`src/rtl/counter_load_sequencer.sv`:
```
// Arbitrates NUM_REQ load requests onto one shared loadable counter: LOAD hold, WRITE window, DONE pulse.
// Define COUNTER_SEQ_FIXED_PRIO_EN for fixed lowest-index-wins arbitration; round-robin otherwise.
module counter_load_sequencer #(
  parameter int NUM_REQ   = 4,
  parameter int WIDTH     = 8,
  parameter int LOAD_HOLD = 2,
  parameter int WRITE_LEN = 4
) (
  input  logic                     in_clk,
  input  logic                     in_rst_n,
  input  logic [NUM_REQ-1:0]       in_req,
  input  logic [NUM_REQ*WIDTH-1:0] in_req_value,
  output logic [NUM_REQ-1:0]       out_grant,
  output logic [WIDTH-1:0]         out_load_value,
  output logic                     out_load_now,
  output logic                     out_write_now,
  output logic                     out_busy,
  output logic                     out_done
);

  // The counter needs at least two load cycles for its registered enable to clear.
  localparam int LH    = (LOAD_HOLD < 2) ? 2 : LOAD_HOLD;
  localparam int CMAX  = (LH > WRITE_LEN) ? LH : WRITE_LEN;
  localparam int CNT_W = $clog2(CMAX + 1);
  localparam int PTR_W = (NUM_REQ > 1) ? $clog2(NUM_REQ) : 1;
  localparam logic [CNT_W-1:0] LH_LAST = CNT_W'(LH - 1);
  localparam logic [CNT_W-1:0] WL_LAST = CNT_W'(WRITE_LEN - 1);

  typedef enum logic [1:0] {IDLE, LOAD, RUN, DONE} state_t;

  state_t               state_q, state_d;
  logic [CNT_W-1:0]     cnt_q, cnt_d;
  logic [PTR_W-1:0]     ptr_q, ptr_d;
  logic [NUM_REQ-1:0]   grant_q, grant_d;
  logic [WIDTH-1:0]     val_q, val_d;
  logic                 ld_q, ld_d;
  logic                 wr_q, wr_d;
  logic                 dn_q, dn_d;
  logic                 busy_q, busy_d;

  logic                 found;
  logic [PTR_W-1:0]     win;
  logic                 owner_req;

  assign owner_req = |(in_req & grant_q);

`ifdef COUNTER_SEQ_FIXED_PRIO_EN
  always_comb begin
    found = 1'b0;
    win   = '0;
    for (int k = NUM_REQ - 1; k >= 0; k--) begin
      if (in_req[k]) begin
        found = 1'b1;
        win   = PTR_W'(k);
      end
    end
  end
`else
  // Search from ptr upward, wrapping at NUM_REQ-1.
  always_comb begin
    int idx;
    found = 1'b0;
    win   = '0;
    idx   = 0;
    for (int k = 0; k < NUM_REQ; k++) begin
      idx = int'(ptr_q) + k;
      if (idx >= NUM_REQ) idx = idx - NUM_REQ;
      if (!found && in_req[idx]) begin
        found = 1'b1;
        win   = PTR_W'(idx);
      end
    end
  end
`endif

  always_comb begin
    state_d = state_q;
    cnt_d   = cnt_q;
    ptr_d   = ptr_q;
    grant_d = grant_q;
    val_d   = val_q;
    ld_d    = 1'b0;
    wr_d    = 1'b0;
    dn_d    = 1'b0;
    case (state_q)
      IDLE: begin
        grant_d = '0;
        if (found) begin
          state_d = LOAD;
          cnt_d   = '0;
          grant_d = NUM_REQ'(1) << win;
          val_d   = in_req_value[win*WIDTH +: WIDTH];
          ld_d    = 1'b1;
`ifdef COUNTER_SEQ_FIXED_PRIO_EN
          ptr_d   = '0;
`else
          ptr_d   = (win == PTR_W'(NUM_REQ - 1)) ? '0 : win + 1'b1;
`endif
        end
      end
      LOAD: begin
        if (!owner_req) begin
          state_d = IDLE;
          cnt_d   = '0;
          grant_d = '0;
        end else if (cnt_q == LH_LAST) begin
          state_d = RUN;
          cnt_d   = '0;
          wr_d    = 1'b1;
        end else begin
          cnt_d   = cnt_q + 1'b1;
          ld_d    = 1'b1;
        end
      end
      RUN: begin
        if (!owner_req) begin
          state_d = IDLE;
          cnt_d   = '0;
          grant_d = '0;
        end else if (cnt_q == WL_LAST) begin
          state_d = DONE;
          cnt_d   = '0;
          dn_d    = 1'b1;
        end else begin
          cnt_d   = cnt_q + 1'b1;
          wr_d    = 1'b1;
        end
      end
      DONE: begin
        state_d = IDLE;
        cnt_d   = '0;
        grant_d = '0;
      end
      default: begin
        state_d = IDLE;
        cnt_d   = '0;
        grant_d = '0;
      end
    endcase
    busy_d = (state_d != IDLE);
  end

  always_ff @(posedge in_clk or negedge in_rst_n) begin
    if (!in_rst_n) begin
      state_q <= IDLE;
      cnt_q   <= '0;
      ptr_q   <= '0;
      grant_q <= '0;
      val_q   <= '0;
      ld_q    <= 1'b0;
      wr_q    <= 1'b0;
      dn_q    <= 1'b0;
      busy_q  <= 1'b0;
    end else begin
      state_q <= state_d;
      cnt_q   <= cnt_d;
      ptr_q   <= ptr_d;
      grant_q <= grant_d;
      val_q   <= val_d;
      ld_q    <= ld_d;
      wr_q    <= wr_d;
      dn_q    <= dn_d;
      busy_q  <= busy_d;
    end
  end

  assign out_grant      = grant_q;
  assign out_load_value = val_q;
  assign out_load_now   = ld_q;
  assign out_write_now  = wr_q;
  assign out_busy       = busy_q;
  assign out_done       = dn_q;

endmodule
```
`config.mk`:
```
export PLATFORM = sky130hd
export DESIGN_NAME = counter_load_sequencer
export DESIGN_NICKNAME = d
export VERILOG_FILES = /design/src/rtl/counter_load_sequencer.sv
export SDC_FILE = /design/constraint.sdc
export NUM_CORES = 1
export LEC_CHECK = 0
export CORE_UTILIZATION = 40
export CTS_CLUSTER_SIZE = 20
export DETAILED_ROUTE_END_ITERATION = 8
export GPL_TIMING_DRIVEN = 0
export HOLD_SLACK_MARGIN = 0.08
export PLACE_DENSITY_LB_ADDON = 0.05
export SYNTH_ARGS = -nofsm -noshare
export SYNTH_HDL_FRONTEND = slang
export SYNTH_SLANG_ARGS = --single-unit
```
`constraint.sdc`:
```
create_clock -name in_clk -period 1.5 [get_ports in_clk]
set_input_delay 0.225 -clock in_clk [delete_from_list [all_inputs] [get_ports in_clk]]
set_output_delay 0.225 -clock in_clk [all_outputs]
set_load 0.05 [all_outputs]
```
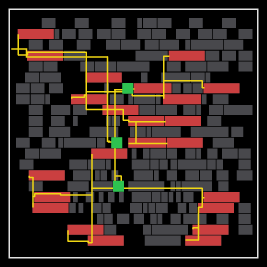
*Clock network drawn from the DEF*
(4 px per µm)
red -> flip-flops  # count 23
green -> clock drivers  # count 3
yellow -> clock wires  # length 306 µm
flops lie = all over the die
routed clock nets = 4
clock share of power: 6.9%
clock network power consumption: 0.297 mW
setup clock skew after layout: 0.00790 ns

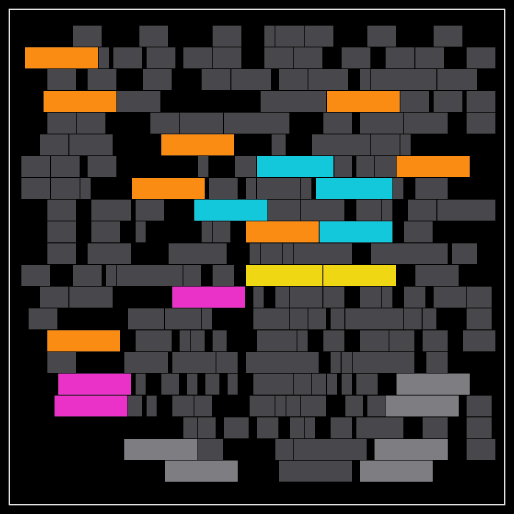
*Where the registers sit*
(8 px per µm) Other sequential cells in the stronger gray, the rest of the logic in the fainter gray.
cyan -> out_grant  # sequential cells 4
magenta -> cnt_q  # sequential cells 3
yellow -> ptr_q  # sequential cells 2
orange -> out_load_value  # sequential cells 8
not colored = 6
Seq group: 1.02 mW
sequential cell area share: 24.8%
combined flip-flop and latch cell area: 579 µm²
Core Util, Final: 68.9%

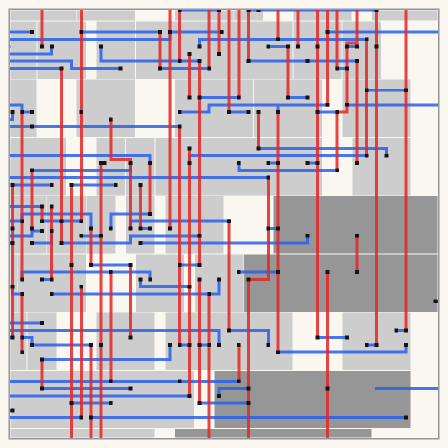
*Zoomed window*
Region (36, 5) to (56, 25) µm. Cells in gray, sequential cells in the stronger gray; small squares are vias.
red -> metal 2
blue -> metal 1
most frequent = buf_4 (4), nand2b_1 (3), dfrtp_1 (3)
cells with their middle in the window = 31
sequential cells in the window = 3

==> highlights.md <==
Synth
* 10.7 µm² — syn avg cell area
* 133 — post-synthesis cell count from yosys
* 0 — count of flip-flops with a built-in enable after synthesis
* 179 — Synthesized Nets
* sky130_fd_sc_hd__dfrtp_1 (40%), sky130_fd_sc_hd__mux2i_1 (12%), sky130_fd_sc_hd__o221ai_2 (8.4%) — biggest area cells
* sky130_fd_sc_hd__dfrtp_1 — main flop type after synthesis
* 133 — Post-Syn Instances
* 12.7% — fraction of the mapped netlist area in simple logic gates
* 7.01% — share of synthesized cell area in full adder, half adder and majority cells
* sky130_fd_sc_hd__dfrtp_1 — library cell with the largest summed area after synthesis
* sky130_fd_sc_hd__dfrtp_1 (23), sky130_fd_sc_hd__mux2i_1 (17), sky130_fd_sc_hd__nand2_1 (17) — most numerous cell types in the synthesized netlist
* 1430 µm² — synthesis area per yosys
* 23 — flops & latches, synth
* AND-OR/OR-AND gates — Logic family by area
* 35 — count of cell types in the netlist

Place
* 2020 µm² — Cell Area, Placed
* 2530 µm — sum of net half-perimeters after detailed placement
* 0.758 — routability congestion estimate from global placement

Power and ir drop
* 69.3% — combinational group share of total power
* 2.26 mW — internal portion of total power
* combinational cells — Biggest consumer
* 47.4% — net switching share of the total power
* 2.98 mW — Combinational Power
* 1840 nW/µm² — power per cell area
* 0.954 nW — cell leakage power
* 23.8% — power share of the sequential group

Critical path
* flop — startpoint type of the worst setup path
* flip-flops — crit-path leading delay family
* ptr_q[1] — Setup crit start
* 1.85 ns — Worst EP arrival
* -0.14 ns — register-to-register setup slack
* 8 — cells on worst reg2reg path
* ptr_q[1] — critical register-to-register path startpoint
* 3 — Critical path buffers and inverters
* reg -> reg — CP Class
* out_load_value[3] — Critical Path End
* 1.71 ns — Req. time, crit path
* sky130_fd_sc_hd__dfrtp_2 — Critical-path top delay cell
* flop — crit path capture type
* sky130_fd_sc_hd__buf_12 — cell type with the highest occurrence count on the critical path

Layout
* 11 — Non-CTS inverters
* 8 — max reg flops
* sky130_fd_sc_hd__clkdlybuf4s50_1 (33), sky130_fd_sc_hd__dfrtp_1 (20), sky130_fd_sc_hd__nand2_1 (16) — commonest non-fill, non-tap cells in the layout
* 23 — number of sequential cells
* 3 — clock buffer instance count of the final layout
* 931 µm² — logic area
* 39.9% — combinational share of cell area
* 2330 µm² — Finished Cell Area
* 29.9% — non-clock buffer share of cell area
* 259 — fill cell total of the finished layout

Global routing
* 24 — largest net degree at the start of global routing
* 5730 µm — wire length of the first global-routing pass
* 0 — initial antenna violation count
* 1219 — number of global-route vias before repair

STA
* 109% — share of the clock period used by the worst path after layout
* -0.141 ns — Final WS setup
* true — unrepaired setup endpoints after global routing
* 609 MHz — upper clock frequency limit
* 0 — number of slew-limit violations in the final report
* 0.465 ns — post-route worst hold slack
* 14 — endpoints failing setup
* -1.10 ns — Final TNS setup

Status
* negative setup slack — violated checks
* finished with violations — result of the run

Run
* 33 — OpenROAD warning count

Route
* 1670 µm — post-route met1 wirelength
* met4 — highest metal used
* 36 — DR iter-0 viols

Clock network
* 23 — Clock Sinks
* 8 — post-CTS setup repair buffer count
* 2 — number of buffers on the longest clock path
* done — TritonCTS clock tree
* 3 — TritonCTS Buffers
* 0.14 ns — clock transition at the register clock pins on the worst setup and hold paths after CTS
* 0 — CTS Hold Bufs

Floorplan
* 42.1% — Core Density at Floorplan
* 61.7 µm — Chip Height
* 54 — number of top-level pins
* 21 — number of rows created at floorplan
* 3810 µm² — area of the die

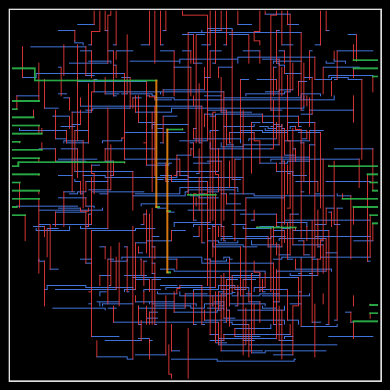
*Wiring by layer*
(6 px per µm)
green -> metal 3  # wire length 142 µm
blue -> metal 1  # wire length 1670 µm
orange -> metal 4  # wire length 44.9 µm
red -> metal 2  # wire length 1850 µm
number of vias in the routed layout: 1306
total global-route track usage: 21.1%
Routed Wire Length: 3710 µm
drt wl/cell: 15.1 µm

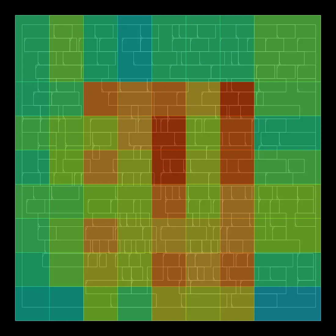
*Track usage over the die*
GR Layer Usage met3: 2.90%
most used routing layer in global routing: met2
met2 track utilization from global routing: 36.7%
met1 Use GR: 27.2%

No activity file was given, so power comes from the tool's default toggle rates.
